<file path="config.mk">
export PLATFORM = sky130hd
export DESIGN_NAME = imem_loader
export DESIGN_NICKNAME = d
export VERILOG_FILES = /design/src/rtl/imem_loader.sv
export SDC_FILE = /design/constraint.sdc
export NUM_CORES = 1
export LEC_CHECK = 0
export CORE_MARGIN = 3
export CORE_UTILIZATION = 45
export DETAILED_ROUTE_END_ITERATION = 10
export PLACE_DENSITY = 0.69
export SYNTH_ARGS = -nofsm -noshare
export SYNTH_HDL_FRONTEND = slang
export SYNTH_SLANG_ARGS = --single-unit
</file>
<file path="constraint.sdc">
create_clock -name clk -period 4.4 [get_ports clk]
set_input_delay 0.44 -clock clk [delete_from_list [all_inputs] [get_ports clk]]
set_output_delay 0.44 -clock clk [all_outputs]
set_load 0.02 [all_outputs]
</file>
<file path="src/rtl/imem_loader.sv">
// Byte-stream program loader: receives a little-endian 16-bit word count followed by
// that many 32-bit words, and writes each word into instruction memory at consecutive
// word addresses while holding the core stalled.
module imem_loader #(
  parameter int unsigned DEPTH     = 32,
  parameter logic [31:0] BASE_ADDR = 32'h0000_0000
) (
  input  logic        clk,
  input  logic        rst,
  input  logic        start,
  input  logic        byte_valid,
  input  logic [7:0]  byte_data,
  output logic        byte_ready,
  output logic        imem_we,
  output logic [31:0] imem_waddr,
  output logic [31:0] imem_wdata,
  output logic        core_hold,
  output logic        load_done,
  output logic        load_err
);

  typedef enum logic [2:0] {
    StIdle,
    StLenLo,
    StLenHi,
    StData,
    StWrite,
    StDone,
    StErr
  } state_e;

  state_e      state_q, state_d;
  logic [15:0] count_q, count_d;
  logic [15:0] index_q, index_d;
  logic [1:0]  lane_q, lane_d;
  logic [31:0] asm_q, asm_d;
  logic        we_q, we_d;
  logic [31:0] waddr_q, waddr_d;
  logic [31:0] wdata_q, wdata_d;
  logic        hold_q, hold_d;
  logic        done_q, done_d;
  logic        err_q, err_d;

  logic        xfer;
  logic [15:0] len_full;
  logic [15:0] index_inc;

  // Ready is a pure decode of the receiving states.
  always_comb begin
    byte_ready = (state_q == StLenLo) || (state_q == StLenHi) || (state_q == StData);
  end

  // Next-state logic plus next values of the registered outputs.
  always_comb begin
    state_d   = state_q;
    count_d   = count_q;
    index_d   = index_q;
    lane_d    = lane_q;
    asm_d     = asm_q;
    waddr_d   = waddr_q;
    wdata_d   = wdata_q;
    xfer      = byte_valid && byte_ready;
    len_full  = {byte_data, count_q[7:0]};
    index_inc = index_q + 16'd1;

    unique case (state_q)
      StIdle, StDone, StErr: begin
        if (start) state_d = StLenLo;
      end
      StLenLo: begin
        if (xfer) begin
          count_d[7:0] = byte_data;
          state_d      = StLenHi;
        end
      end
      StLenHi: begin
        if (xfer) begin
          count_d = len_full;
          if (len_full == 16'd0) begin
            state_d = StDone;
          end else if ({16'd0, len_full} > DEPTH) begin
            state_d = StErr;
          end else begin
            state_d = StData;
            index_d = 16'd0;
            lane_d  = 2'd0;
          end
        end
      end
      StData: begin
        if (xfer) begin
          case (lane_q)
            2'd0: asm_d[7:0]   = byte_data;
            2'd1: asm_d[15:8]  = byte_data;
            2'd2: asm_d[23:16] = byte_data;
            default: asm_d[31:24] = byte_data;
          endcase
          lane_d = lane_q + 2'd1;
          if (lane_q == 2'd3) begin
            state_d = StWrite;
            // Capture the write beat now so the outputs are registered during WRITE.
            waddr_d = BASE_ADDR + ({16'd0, index_q} << 2);
            wdata_d = asm_d;
          end
        end
      end
      StWrite: begin
        index_d = index_inc;
        state_d = (index_inc == count_q) ? StDone : StData;
      end
      default: state_d = StIdle;
    endcase

    we_d   = (state_d == StWrite);
    hold_d = (state_d == StLenLo) || (state_d == StLenHi) ||
             (state_d == StData)  || (state_d == StWrite);
    done_d = (state_d == StDone);
    err_d  = (state_d == StErr);
  end

  // State and registered outputs; reset aborts any load in progress immediately.
  always_ff @(posedge clk or posedge rst) begin
    if (rst) begin
      state_q <= StIdle;
      count_q <= 16'd0;
      index_q <= 16'd0;
      lane_q  <= 2'd0;
      asm_q   <= 32'd0;
      we_q    <= 1'b0;
      waddr_q <= 32'd0;
      wdata_q <= 32'd0;
      hold_q  <= 1'b0;
      done_q  <= 1'b0;
      err_q   <= 1'b0;
    end else begin
      state_q <= state_d;
      count_q <= count_d;
      index_q <= index_d;
      lane_q  <= lane_d;
      asm_q   <= asm_d;
      we_q    <= we_d;
      waddr_q <= waddr_d;
      wdata_q <= wdata_d;
      hold_q  <= hold_d;
      done_q  <= done_d;
      err_q   <= err_d;
    end
  end

  assign imem_we    = we_q;
  assign imem_waddr = waddr_q;
  assign imem_wdata = wdata_q;
  assign core_hold  = hold_q;
  assign load_done  = done_q;
  assign load_err   = err_q;

endmodule

</file>
==> impl_metrics.env <==
# yosys + openroad results
export IMPL_fill_cells=1058
export IMPL_ys_types=57
export IMPL_cp_max_fo=10
export IMPL_first_pass_iters=4
export IMPL_final_cell_mix="nand2_1 (146), dfrtp_1 (113), clkdlybuf4s50_1 (64), o21ai_0 (55), mux2_2 (32)"
export IMPL_met3_usage_pct=4.853
export IMPL_met2_usage_pct=31.43
export IMPL_dpl_worst_slack_ps=1471
export IMPL_crit_type="reg2reg"
export IMPL_vias=4218
export IMPL_clk_pin_slew_worst_paths_ps=50
export IMPL_outcome="completed"
export IMPL_pwr_share_clk_pct=27.9
export IMPL_max_clock_freq_mhz=352.0
export IMPL_met1_usage_pct=24.98
export IMPL_ys_seq_elements=113
export IMPL_startpoint_type="flop"
export IMPL_grt_setup_unrepaired="false"
export IMPL_rr_worst_depth=8
export IMPL_power_total_w=0.005037
export IMPL_finalHoldWorstSlack_ps=466.0
export IMPL_startpoint="index_q[0]"
export IMPL_place_gp_congestion=0.8660
export IMPL_swShare_pct=35.84
export IMPL_finalSetupViolations=0
export IMPL_viasPerCell=5.319
export IMPL_hpwl_mm=8.702
export IMPL_seqPwrFrac_pct=37.5
export IMPL_antenna_found_initial=0
export IMPL_wl_per_cell_um=16.07
export IMPL_wl_mm=12.75
export IMPL_p_sw_w=0.001805
export IMPL_worstReg2RegStart="index_q[0]"
export IMPL_tightest_slew_ps=1149
export IMPL_cts_repair_resized=0
export IMPL_drc=0
export IMPL_yosys_warnings=0
export IMPL_portBuffers=64
export IMPL_required_ps=4680
export IMPL_synthArstFlopShare_pct=100.0
export IMPL_rows=40
export IMPL_drive_above_1_share_pct=12.64
export IMPL_share_comb_of_total_power_pct=34.6
export IMPL_cts_tree="yes"
export IMPL_drt_iter0_drc=300
export IMPL_numCtsBuffers=17
export IMPL_nets=630
export IMPL_hold_path_class="reg2reg"
export IMPL_r2r_slack_ps=1560
export IMPL_grt_max_degree=75
export IMPL_clock_path_buffers=2
export IMPL_area_growth_pct=22.17
export IMPL_p_per_area_mw_per_mm2=737.1
export IMPL_die_width_um=117.5
export IMPL_busiest_layer="met2"
export IMPL_yosys_cells=571
export IMPL_period_used_pct=64.56
export IMPL_cp_data_arrival_time_ps=3120
export IMPL_synth_edff_count=0
export IMPL_warnings=29
export IMPL_synth_avg_cell_area_um2=9.795
export IMPL_reg2reg_to="core_hold"
export IMPL_peakVddDrop_v=0.0003475
export IMPL_slew_viol_final=0
export IMPL_drv_cap=0
export IMPL_utilization_pct=56.65
export IMPL_chipArea_mm2=0.01380
export IMPL_clock_sinks=113
export IMPL_lay_top_count="nand2_1"
export IMPL_die_height_um=117.5
export IMPL_ys_area_mm2=0.005593
export IMPL_holdBufCountCts=0
export IMPL_insertion_delay_ps=420
export IMPL_syn_cell_area_mm2=0.005593
export IMPL_setup_tns_ps=0
export IMPL_grtUsageTotal_pct=19.61
export IMPL_num_io_pins=81
export IMPL_diodes=0
export IMPL_netlist_instances=571
export IMPL_cts_setup_buffers=0
export IMPL_max_slew_margin_rel_pct=23.41
export IMPL_h_tree_depth=4
export IMPL_synth_seq_share_pct=50.56
export IMPL_fp_utilization_pct=46.37
export IMPL_setup_slack_ps=1559
export IMPL_leakage_nw=3.071
export IMPL_intPower_w=0.003232
export IMPL_grt_pass1_wl_mm=21.57
export IMPL_min_period_ps=2841
export IMPL_finalHoldViolations=0
export IMPL_ff_type="dfrtp_1"
export IMPL_grt_overflow=0
export IMPL_cp_endpoint="core_hold"
export IMPL_postRouteAntennaNets=0
export IMPL_clock_skew_ps=5.883
export IMPL_core_area_mm2=0.01206
export IMPL_grt_pass1_vias=4239
export IMPL_root_buffer="clkbuf_16"
export IMPL_endpoint_kind="flop"
-- power groups by stage --
stage | Sequential [W] | Clock [W] | Combinational, W
floorplan | 0.00186 | 0 | 0.00120
global placement | 0.00188 | 0 | 0.00171
detailed placement | 0.00190 | 0 | 0.00175
CTS | 0.00189 | 0.00142 | 0.00176
global route | 0.00196 | 0.00147 | 0.00192
finish | 0.00189 | 0.00140 | 0.00174
-- sequential cells by signal (all words and copies together) (netlist names) --
name,cells
count_q,16
lane_q,2
load_done,1
load_err,1
imem_wdata,32
core_hold,1
state_q,3
imem_waddr,16
asm_q,24
imem_we,1
index_q,16
-- stage by stage --
step | instances | instance area [um^2]
floorplan | 586 | 5649
detailed placement | 762 | 6227
global placement | 762 | 6227
global route | 793 | 6833
CTS | 793 | 6833
finish | 793 | 6833
-- cell families after synthesis --
family | share of synthesized area, %
other | 0.06705
muxes | 11.10
and+or+nand+nor | 18.39
adders and majority gates | 1.119
xor gates and xnor gates | 3.445
DFF | 50.56
AOI/OAI and AO/OA | 9.419
buffers and inverters | 5.906
-- worst max-delay path: stages, from the launching register on --
cell	delay [ps]
dfrtp_1	520
ha_1	410
nand3_4	200
nor3_1	400
mux2i_1	240
o22ai_1	130
nor4_2	410
nand3_1	170
nor3b_2	230
-- metal layers --
layer	up-vias	wire length [um]
met4	0	354
met1	2067	5585
met5	-	0
li1	1999	-
met2	126	6145
met3	26	661
-- final cells by class --
type | instances | area (um^2) | share of cell area, %
multi-input combinational | 406 | 2494 | 36.50
timing repair buffer | 67 | 663.1 | 9.705
sequential | 113 | 2828 | 41.38
clock buffer | 22 | 474.2 | 6.940
tap | 168 | 210.2 | 3.076
inverter | 8 | 32.53 | 0.4761
clock inverter | 9 | 131.4 | 1.923
-- cells in the mapped netlist (all sizes together), types with 2 or more instances --
| library cell | instances | area, um^2 |
|---|---|---|
| o31ai | 5 | 37.54 |
| and4 | 2 | 17.52 |
| xnor2 | 14 | 122.6 |
| and3 | 4 | 25.02 |
| o22ai | 3 | 18.77 |
| o21ai | 55 | 275.3 |
| nand4 | 7 | 58.81 |
| xor2 | 8 | 70.07 |
| buf | 30 | 190.2 |
| a21oi | 5 | 25.02 |
| nor4 | 11 | 111.4 |
| nand3 | 9 | 62.56 |
| nor2 | 20 | 77.58 |
| a31oi | 4 | 25.02 |
| mux2i | 26 | 260.3 |
| nand2 | 147 | 551.8 |
| nor3 | 5 | 30.03 |
| and2 | 2 | 12.51 |
| o311ai | 2 | 17.52 |
| dfrtp | 113 | 2828 |
| nor2b | 2 | 12.51 |
| clkbuf | 29 | 110.1 |
| inv | 7 | 26.28 |
| nor3b | 4 | 35.03 |
| ha | 5 | 62.56 |
| mux2 | 32 | 360.4 |
-- worst min path at each step --
stage                   startpoint        endpoint  slack (ps)  depth (start not counted)
global route        imem_waddr[11]  imem_waddr[11]         490                          2
finish              imem_waddr[10]  imem_waddr[10]         470                          2
detailed placement  imem_waddr[10]  imem_waddr[10]         460                          2
floorplan              count_q[12]     count_q[12]         470                          2
CTS                 imem_waddr[10]  imem_waddr[10]         470                          2
global placement    imem_waddr[10]  imem_waddr[10]         460                          2
==> images/m2.png <==
Cells faint in the background.
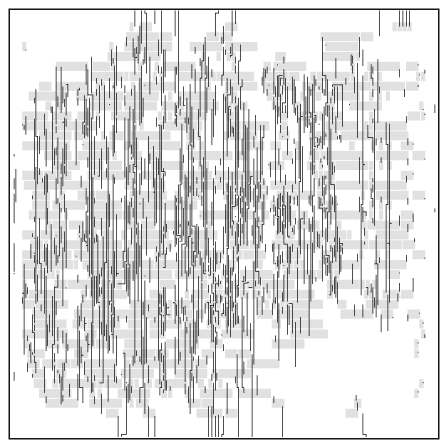
- longest straight run: 56.4 um
- wire length on this layer: 6150 um
- nets with wire on the layer: 530

==> images/m4.png <==
Bar = 20 um. Cells faint in the background.
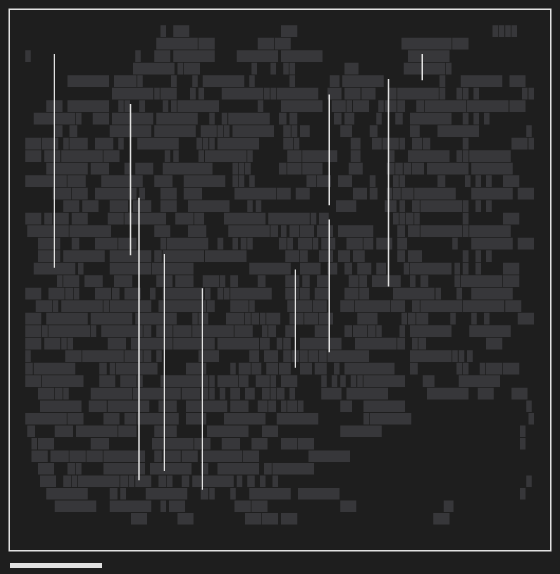
- longest straight run: 61.2 um
- wire length on this layer: 354 um
- nets with wire on the layer: 6
- main direction: vertical
- share of all routed wire: 2.8%

Power figures rest on the tool's default switching activity, not on a simulated workload.
